<file path="src/rtl/datapath_if.sv">
// Control and data bundle between the control unit and the datapath.
// The control unit drives selects and load data; flags and ALU result return.
interface datapath_if #(
    parameter int WIDTH = 8
);
    logic [2:0]       resReg;
    logic [1:0]       wen;
    logic             wsel;
    logic [1:0]       asel;
    logic [1:0]       bsel;
    logic             datasel;
    logic [1:0]       alusel;
    logic [WIDTH-1:0] dataIn;
    logic [WIDTH-1:0] aluOut;
    logic             eq;
    logic             zero;

    modport master (
        output resReg, wen, wsel, asel, bsel,
        output datasel, alusel, dataIn,
        input  aluOut, eq, zero
    );

    modport slave (
        input  resReg, wen, wsel, asel, bsel,
        input  datasel, alusel, dataIn,
        output aluOut, eq, zero
    );
endinterface

</file>
<file path="src/rtl/datapath.sv">
// Three-register datapath with a four-op ALU and registered eq/zero flags.
// Operands read live register state; writes and flags land on the next edge.
module datapath #(
    parameter int WIDTH = 8
) (
    input  logic       clk,
    input  logic       resDatapath,
    datapath_if.slave  bus
);
    logic [WIDTH-1:0] r [3];
    logic [WIDTH-1:0] a;
    logic [WIDTH-1:0] b;
    logic [WIDTH-1:0] alu;
    logic [WIDTH-1:0] wdata;
    logic [2:0]       we;
    logic             eq_q;
    logic             zero_q;

    always_comb begin
        a = '0;
        unique case (bus.asel)
            2'b00:   a = r[0];
            2'b01:   a = r[1];
            2'b10:   a = r[2];
            default: a = '0;
        endcase
    end

    always_comb begin
        b = '0;
        unique case (bus.bsel)
            2'b00:   b = r[0];
            2'b01:   b = r[1];
            2'b10:   b = r[2];
            default: b = '0;
        endcase
    end

    always_comb begin
        alu = '0;
        unique case (bus.alusel)
            2'b00:   alu = a + b;
            2'b01:   alu = a - b;
            2'b10:   alu = a & b;
            default: alu = a ^ b;
        endcase
    end

    always_comb begin
        we = 3'b000;
        unique case (bus.wen)
            2'b01:   we = 3'b001;
            2'b10:   we = 3'b010;
            2'b11:   we = 3'b100;
            default: we = 3'b000;
        endcase
    end

    assign wdata = bus.datasel ? bus.dataIn : alu;

    // Per-register clear wins over a write to the same register.
    always_ff @(posedge clk) begin
        if (!resDatapath) begin
            for (int i = 0; i < 3; i++) r[i] <= '0;
            eq_q   <= 1'b0;
            zero_q <= 1'b0;
        end else begin
            for (int i = 0; i < 3; i++) begin
                if (!bus.resReg[i])
                    r[i] <= '0;
                else if (we[i])
                    r[i] <= wdata;
            end
            if (bus.wsel) begin
                eq_q   <= (a == b);
                zero_q <= (alu == '0);
            end
        end
    end

    assign bus.aluOut = alu;
    assign bus.eq     = eq_q;
    assign bus.zero   = zero_q;
endmodule

</file>
<file path="src/flat_wrapper.sv">
// flat-port wrapper written by rule: the top's interface ports become plain ports
module datapath_flat 
#(
    parameter int WIDTH = 8
)
  (clk, resDatapath, bus_resReg, bus_wen, bus_wsel, bus_asel, bus_bsel, bus_datasel, bus_alusel, bus_dataIn, bus_aluOut, bus_eq, bus_zero);
  datapath_if #(.WIDTH(WIDTH)) bus_i ();
  input  logic clk;
  input  logic resDatapath;
  input wire logic [$bits(bus_i.resReg)-1:0] bus_resReg;
  input wire logic [$bits(bus_i.wen)-1:0] bus_wen;
  input wire logic [$bits(bus_i.wsel)-1:0] bus_wsel;
  input wire logic [$bits(bus_i.asel)-1:0] bus_asel;
  input wire logic [$bits(bus_i.bsel)-1:0] bus_bsel;
  input wire logic [$bits(bus_i.datasel)-1:0] bus_datasel;
  input wire logic [$bits(bus_i.alusel)-1:0] bus_alusel;
  input wire logic [$bits(bus_i.dataIn)-1:0] bus_dataIn;
  output wire logic [$bits(bus_i.aluOut)-1:0] bus_aluOut;
  output wire logic [$bits(bus_i.eq)-1:0] bus_eq;
  output wire logic [$bits(bus_i.zero)-1:0] bus_zero;
  assign bus_i.resReg = bus_resReg;
  assign bus_i.wen = bus_wen;
  assign bus_i.wsel = bus_wsel;
  assign bus_i.asel = bus_asel;
  assign bus_i.bsel = bus_bsel;
  assign bus_i.datasel = bus_datasel;
  assign bus_i.alusel = bus_alusel;
  assign bus_i.dataIn = bus_dataIn;
  assign bus_aluOut = bus_i.aluOut;
  assign bus_eq = bus_i.eq;
  assign bus_zero = bus_i.zero;
  datapath #(.WIDTH(WIDTH)) u_core (.clk(clk), .resDatapath(resDatapath), .bus(bus_i));
endmodule
</file>
<file path="config.mk">
export PLATFORM = sky130hd
export DESIGN_NAME = datapath_flat
export DESIGN_NICKNAME = d
export VERILOG_FILES = /design/src/rtl/datapath_if.sv /design/src/rtl/datapath.sv /design/src/flat_wrapper.sv
export SDC_FILE = /design/constraint.sdc
export NUM_CORES = 1
export LEC_CHECK = 0
export CORE_MARGIN = 8
export CORE_UTILIZATION = 55
export DETAILED_ROUTE_END_ITERATION = 7
export GPL_ROUTABILITY_DRIVEN = 0
export PLACE_DENSITY = 0.83
export SLEW_MARGIN = 20
export SYNTH_ARGS = -nofsm -noshare
export SYNTH_HDL_FRONTEND = slang
export SYNTH_SLANG_ARGS = --single-unit
</file>
<file path="constraint.sdc">
create_clock -name clk -period 5.8 [get_ports clk]
set_input_delay 0.87 -clock clk [delete_from_list [all_inputs] [get_ports clk]]
set_output_delay 0.87 -clock clk [all_outputs]
set_load 0.005 [all_outputs]
</file>
==> CHANGELOG.md <==
## Flow update

- Largest Pwr Group: sequential cells
- Mapped Nets: 304
- First-pass DRT Iterations: 5
- Fmax: 0.184 GHz
- Count of cell types in the netlist: 51
- Seq pwr share: 0.419
- Pin count of the biggest net entering global routing: 21
- Layer with the highest usage: met2
- Clock Path Buffers: 2
- # rows: 23
- Synthesized netlist cell count: 263
- Die area: 6630 um2
- P_clk: 0.000108 W
- Number of DRC markers in iteration 0: 213
- Post-DP HPWL: 4870 um
- Cts hold-fix bufs: 0
- Outcome: complete, no violations
- Setup violators final: 0
- Placed insts: 339
- Post-cts resize count: 0
- Cell Pwr Density: 191 nW/um2
- Core Footprint: 4060 um2
area by class of cell:
class	count	area, um2	area share
inverter	24	90.1	0.0324
tap	50	62.6	0.0225
timing repair buffer	38	365	0.131
sequential	26	761	0.274
clock buffer	3	41.3	0.0149
multi-input combinational	201	1460	0.524
clock inverter	1	3.75	0.00135
state kept, by name, indices dropped and copies added, names as in the netlist:
register,cells
u_core.bus.zero,1
u_core.bus.eq,1
u_core.r,24
critical path: stages:
cell and delay (ps):
clkdlybuf4s50_1 610, nor2b_1 360, buf_4 210, nand2_1 80, o21ai_0 110, ha_1 320, or3b_2 500, and3_1 220
o2111a_1 250, a221oi_1 240, and3_1 260, clkdlybuf4s50_1 530
path summary, 6_finish.rpt:
kind                                   endpoint  slack [ps]  cells past startpoint
worst max register to register  u_core.bus.zero        2330                     11
worst max-delay path              bus_aluOut[7]         350                     12
worst min-delay path              u_core.bus.eq         540                      2
worst min register to register    u_core.bus.eq         540                      2
cell families after synthesis:
logic type / after synthesis / share of synthesized area
AND/OR/NAND/NOR: 88 / 0.190
AND-OR/OR-AND: 65 / 0.185
adder cells (fa/ha/maj): 18 / 0.102
buffers and inverters: 36 / 0.0579
multiplexers: 26 / 0.127
flip-flops: 26 / 0.323
XOR/XNOR: 4 / 0.0149
layout by cell type (no fill, tap or decap), types with 4 or more instances in the layout:
cell / instances
a211oi_1: 4
edfxtp_1: 24
nor2_1: 32
o21ai_0: 16
mux2i_1: 23
a21oi_1: 17
clkdlybuf4s50_1: 32
ha_1: 16
buf_4: 6
a21o_1: 5
nand2_1: 17
inv_1: 23
nand4_1: 5
nor2b_1: 8
per-stage QoR:
stage,hold WS [ps],power (W)
global placement,504,0.000418
CTS,549,0.000526
detailed placement,526,0.000422
global route,565,0.000554
floorplan,490,0.000348
finish,540,0.000531
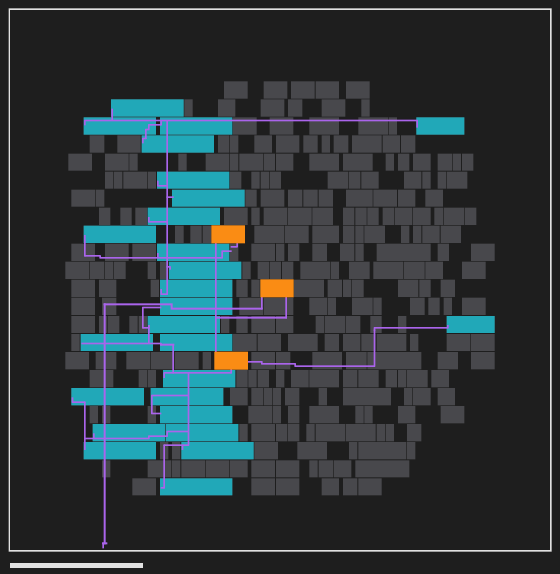
clock_wires.png
Bar = 20 um.
[flip-flops] cyan | count: 26
[clock-net drivers] orange | count: 3
[clock wires] purple | length: 362 um
routed clock nets: 4

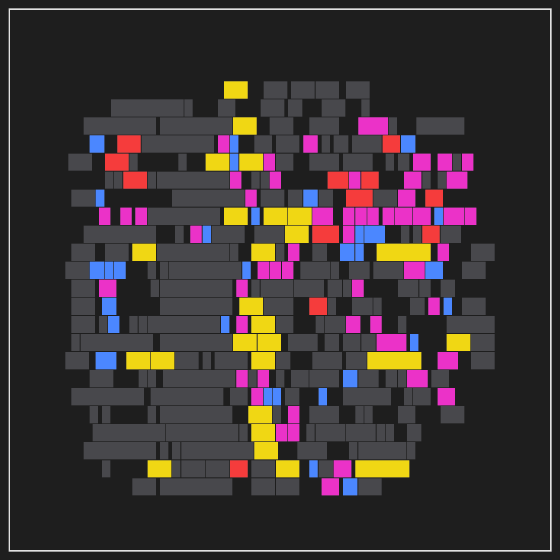
gates.png
[aoi and oai cells] magenta | cells: 53 | most used: a21oi_1
[nand cells] blue | cells: 30 | most used: nand2_1
[mux cells] yellow | cells: 26 | most used: mux2i_1
[non-inverting ao/oa cells] red | cells: 12 | most used: a21o_1

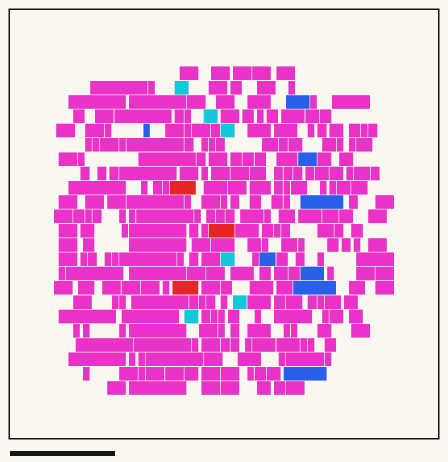
sizing.png
Bar = 20 um.
[x3 and x4] cyan | cells: 6
[x2] blue | cells: 8
[x1 and smaller] magenta | cells: 276
[x6 and larger] red | cells: 3

Power figures rest on the tool's default switching activity, not on a simulated workload.
